### src/rtl/bsg_axil_irq_collector.sv
// bsg_axil_irq_collector: AXI-Lite doorbell collector with pending/enable registers
// and a registered level interrupt; one outstanding transaction at a time.
module bsg_axil_irq_collector #(
    parameter int          axil_data_width_p = 32,
    parameter int          axil_addr_width_p = 32,
    parameter int          irq_sources_p     = 2,
    parameter logic [31:0] base_addr_p       = 32'h00000000
) (
    input  logic                         clk_i,
    input  logic                         reset_i,
    input  logic [axil_addr_width_p-1:0] s_axil_awaddr_i,
    input  logic [2:0]                   s_axil_awprot_i,
    input  logic                         s_axil_awvalid_i,
    output logic                         s_axil_awready_o,
    input  logic [axil_data_width_p-1:0] s_axil_wdata_i,
    input  logic [3:0]                   s_axil_wstrb_i,
    input  logic                         s_axil_wvalid_i,
    output logic                         s_axil_wready_o,
    output logic [1:0]                   s_axil_bresp_o,
    output logic                         s_axil_bvalid_o,
    input  logic                         s_axil_bready_i,
    input  logic [axil_addr_width_p-1:0] s_axil_araddr_i,
    input  logic [2:0]                   s_axil_arprot_i,
    input  logic                         s_axil_arvalid_i,
    output logic                         s_axil_arready_o,
    output logic [axil_data_width_p-1:0] s_axil_rdata_o,
    output logic [1:0]                   s_axil_rresp_o,
    output logic                         s_axil_rvalid_o,
    input  logic                         s_axil_rready_i,
    output logic [irq_sources_p-1:0]     pending_o,
    output logic                         irq_o
);
    localparam logic [1:0] IDLE  = 2'd0;
    localparam logic [1:0] WRESP = 2'd1;
    localparam logic [1:0] RRESP = 2'd2;
    localparam logic [axil_addr_width_p-1:0] base_lp     = axil_addr_width_p'(base_addr_p);
    localparam logic [axil_addr_width_p-1:0] db_end_lp   = axil_addr_width_p'(4 * irq_sources_p);
    localparam logic [axil_addr_width_p-1:0] pend_off_lp = axil_addr_width_p'(32'h40);
    localparam logic [axil_addr_width_p-1:0] en_off_lp   = axil_addr_width_p'(32'h44);
    localparam logic [axil_addr_width_p-1:0] stat_off_lp = axil_addr_width_p'(32'h48);

    logic [1:0]                   state_q, state_d;
    logic [irq_sources_p-1:0]     pending_q, pending_d, enable_q, enable_d, db_mask;
    logic                         irq_q;
    logic [1:0]                   bresp_q, bresp_d, rresp_q, rresp_d;
    logic [axil_data_width_p-1:0] rdata_q, rdata_d, rd_word;
    logic [axil_addr_width_p-1:0] woff, roff;
    logic [15:0]                  pend16;
    logic                         wr_acc, rd_acc, w_mapped, r_mapped;
    logic                         unused_w;

    // Anything below the base wraps to a huge offset and lands in the unmapped range.
    function automatic logic mapped(input logic [axil_addr_width_p-1:0] off);
        return off[1:0] == 2'b00 &&
               (off < db_end_lp || off == pend_off_lp || off == en_off_lp || off == stat_off_lp);
    endfunction

    assign woff     = s_axil_awaddr_i - base_lp;
    assign roff     = s_axil_araddr_i - base_lp;
    assign w_mapped = mapped(woff);
    assign r_mapped = mapped(roff);
    assign wr_acc   = state_q == IDLE && s_axil_awvalid_i && s_axil_wvalid_i;
    assign rd_acc   = state_q == IDLE && s_axil_arvalid_i && !(s_axil_awvalid_i && s_axil_wvalid_i);
    assign db_mask  = irq_sources_p'(1) << woff[5:2];
    assign pend16   = 16'(pending_q);
    assign rd_word  = roff < db_end_lp    ? axil_data_width_p'(pend16[roff[5:2]])
                    : roff == pend_off_lp ? axil_data_width_p'(pending_q)
                    : roff == en_off_lp   ? axil_data_width_p'(enable_q)
                    :                       axil_data_width_p'(pending_q & enable_q);
    assign unused_w = ^{s_axil_awprot_i, s_axil_arprot_i, s_axil_wstrb_i,
                        s_axil_wdata_i[axil_data_width_p-1:irq_sources_p]};

    always_comb begin
        state_d   = state_q;
        pending_d = pending_q;
        enable_d  = enable_q;
        bresp_d   = bresp_q;
        rresp_d   = rresp_q;
        rdata_d   = rdata_q;
        if (wr_acc) begin
            state_d = WRESP;
            bresp_d = w_mapped ? 2'b00 : 2'b10;
            if (w_mapped && woff < db_end_lp) pending_d = pending_q | db_mask;
            if (woff == pend_off_lp) pending_d = pending_q & ~s_axil_wdata_i[irq_sources_p-1:0];
            if (woff == en_off_lp) enable_d = s_axil_wdata_i[irq_sources_p-1:0];
        end else if (rd_acc) begin
            state_d = RRESP;
            rresp_d = r_mapped ? 2'b00 : 2'b10;
            rdata_d = r_mapped ? rd_word : '0;
        end else if ((state_q == WRESP && s_axil_bready_i) || (state_q == RRESP && s_axil_rready_i)) begin
            state_d = IDLE;
        end
    end

    always_ff @(posedge clk_i or posedge reset_i) begin
        if (reset_i) begin
            state_q   <= IDLE;
            pending_q <= '0;
            enable_q  <= '0;
            irq_q     <= 1'b0;
            bresp_q   <= 2'b00;
            rresp_q   <= 2'b00;
            rdata_q   <= '0;
        end else begin
            state_q   <= state_d;
            pending_q <= pending_d;
            enable_q  <= enable_d;
            irq_q     <= |(pending_q & enable_q);
            bresp_q   <= bresp_d;
            rresp_q   <= rresp_d;
            rdata_q   <= rdata_d;
        end
    end

    // Readies are combinational on the valids, so mask them while reset is held.
    assign s_axil_awready_o = wr_acc && !reset_i;
    assign s_axil_wready_o  = wr_acc && !reset_i;
    assign s_axil_arready_o = rd_acc && !reset_i;
    assign s_axil_bvalid_o  = state_q == WRESP;
    assign s_axil_rvalid_o  = state_q == RRESP;
    assign s_axil_bresp_o   = bresp_q;
    assign s_axil_rresp_o   = rresp_q;
    assign s_axil_rdata_o   = rdata_q;
    assign pending_o        = pending_q;
    assign irq_o            = irq_q;
endmodule

### config.mk
export PLATFORM = sky130hd
export DESIGN_NAME = bsg_axil_irq_collector
export DESIGN_NICKNAME = d
export VERILOG_FILES = /design/src/rtl/bsg_axil_irq_collector.sv
export SDC_FILE = /design/constraint.sdc
export NUM_CORES = 1
export LEC_CHECK = 0
export ABC_CLOCK_PERIOD_IN_PS = 2300
export CAP_MARGIN = 20
export CORE_MARGIN = 2
export CORE_UTILIZATION = 24
export CTS_CLUSTER_SIZE = 10
export DETAILED_ROUTE_END_ITERATION = 10
export PLACE_DENSITY = 0.83
export SLEW_MARGIN = 20
export SYNTH_ARGS = -nofsm -noshare
export SYNTH_HDL_FRONTEND = slang
export SYNTH_SLANG_ARGS = --single-unit
### constraint.sdc
create_clock -name clk_i -period 2.3 [get_ports clk_i]
set_input_delay 0.345 -clock clk_i [delete_from_list [all_inputs] [get_ports clk_i]]
set_output_delay 0.345 -clock clk_i [all_outputs]
set_load 0.005 [all_outputs]
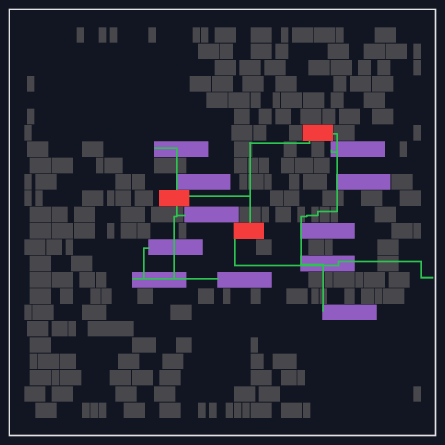
(images/clock_wires.png)
(6 px per um)
[purple] flip-flops | count: 11
[green] clock wires | length: 176 um
[red] clock-net drivers | count: 3
routed clock nets	4
clk latency late pin: 0.24 ns
Final Skew: 0.00119 ns
clock power share: 24.7%
Clock net power: 190 uW

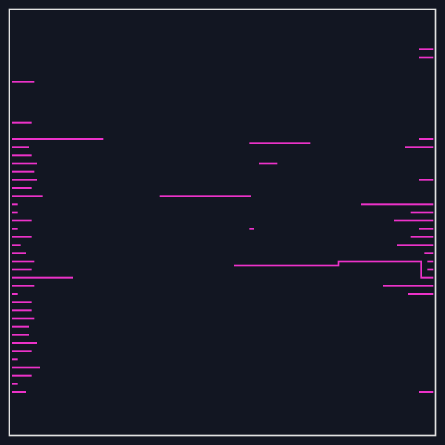
(images/m3.png)
(6 px per um)
share of all routed wire	8.1%
longest straight run	17.2 um
nets with wire on the layer	54
wire length on this layer	236 um

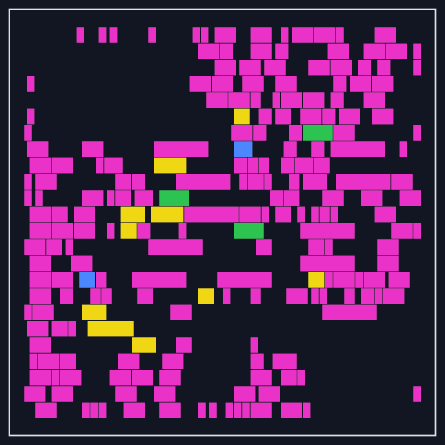
(images/sizing.png)
(6 px per um)
color	size	cells
magenta	x1 and smaller	202
blue	x2	2
yellow	x3 and x4	10
green	x6 and larger	3
Final Instance Area: 1920 um2
Non-clock buffers: 88
setup ws final: 0.160 ns
Area Overhead vs Synth: 79.3%

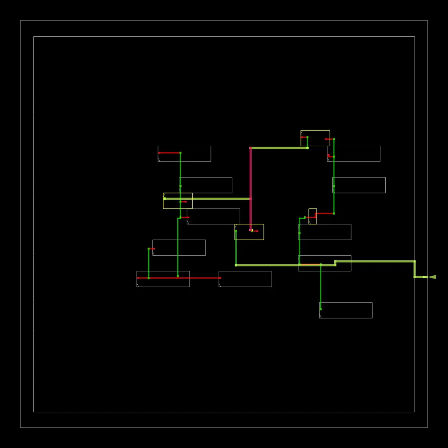
(images/clock_nets.png)
CTS buffer count: 3
FF+latch count: 11
clk sink count: 11
clk_buf instances: 4

==> CHANGELOG.md <==
### Implementation results

* Nonclk inv count at 7
* Setup violators final at 0
* Post-synthesis compound-gate area fraction at 12.4%
* Buffers & Inverters on Critical Path at 1
* Vias post-DR at 1171
* Cell total in the yosys stat output at 127
* Top cells, area: dfrtp_1, buf_4, or4_1
* Status: completed
* Most frequent cells after synthesis: buf_4, dfrtp_1, nand2_1
* Synthesized instance count at 127
* Clock Root Buffer: clkbuf_8
* WL met2 at 1600 um
* MI comb area at 638 um2
* Clk slew on worst S/H paths at 0.05 ns
* Worst Reg2Reg Path Length in Cells at 5
* # resized after CTS at 0
* Synthesized area at 1070 um2
* Io pins at 157
* Non-Filler Instances at 269
* Comb area share at 33.2%
* EDFF count, synth at 0
* Placement Cell Area at 1880 um2
* CTS tree: done
* Die W at 70.8 um
* Total track usage at 11.6%
* Most common logic cells in the final layout: clkdlybuf4s50_1, conb_1, dfrtp_1
* Most common cell in the netlist: buf_4
* Final slew viol count at 0
* Synth Seq Share at 25.7%
* Non-clock buffer share at 45.3%
* Reg-to-Reg End: enable_q[0]$_DFFE_PP0P_
* CTS Hold Bufs at 0
* Post-route ant nets at 0
* Sequential cell area at 275 um2
* Cell type with the largest total area: dfrtp_1
* Worst Hold Class: in -> async
* Residual DRC count at 0
* Final Hold Viols at 0
* Total grt overflow at 0
* Critical Path RT at 2.42 ns
* RSZ-0062 raised after global routing: no
* Mux area share at 3.74%
* Crit start category: primary input
* Largest net degree at the start of global routing at 12
* Slew margin rel. at 66.2%
* Metal1 wirelength at 1060 um
* Max Used Layer: met4
* Flop share of the area at 14.3%
* Antenna violations before repair at 0
* Vias in the first global route at 1109
* Most numerous logic cell after layout: clkdlybuf4s50_1
* Die height at 70.8 um
* ClkCell Share at 2.35%
* Critical path peak fanout at 2
* Comb power at 321 uW
* Yosys simple share at 32.2%
* Setup CP Type: in -> reg
* Worst R2R Setup Slack at 0.55 ns
* Sequential Power Share at 33.5%
* Critical path's top delay family: simple AND/OR/NAND/NOR gates
* Crit-path max cell delay at 0.54 ns
* Fin crit period at 2.14 ns
* Cells after DPL at 265
-- worst max path at each step --
stage,startpoint,end
floorplan,s_axil_awaddr_i[14],enable_q[0]$_DFFE_PP0P_
global placement,s_axil_awaddr_i[14],enable_q[1]$_DFFE_PP0P_
detailed placement,s_axil_awaddr_i[14],enable_q[0]$_DFFE_PP0P_
CTS,s_axil_awaddr_i[14],enable_q[0]$_DFFE_PP0P_
global route,s_axil_awaddr_i[14],enable_q[0]$_DFFE_PP0P_
finish,s_axil_awaddr_i[14],enable_q[0]$_DFFE_PP0P_
-- per-layer routing --
layer | vias to the layer above | track usage (%)
li1 | 579 | -
met1 | 532 | 12.5
met2 | 57 | 21.7
met3 | 3 | 4.13
met4 | 0 | 2.52
met5 | - | 0
Power and IR drop assume default switching activity.
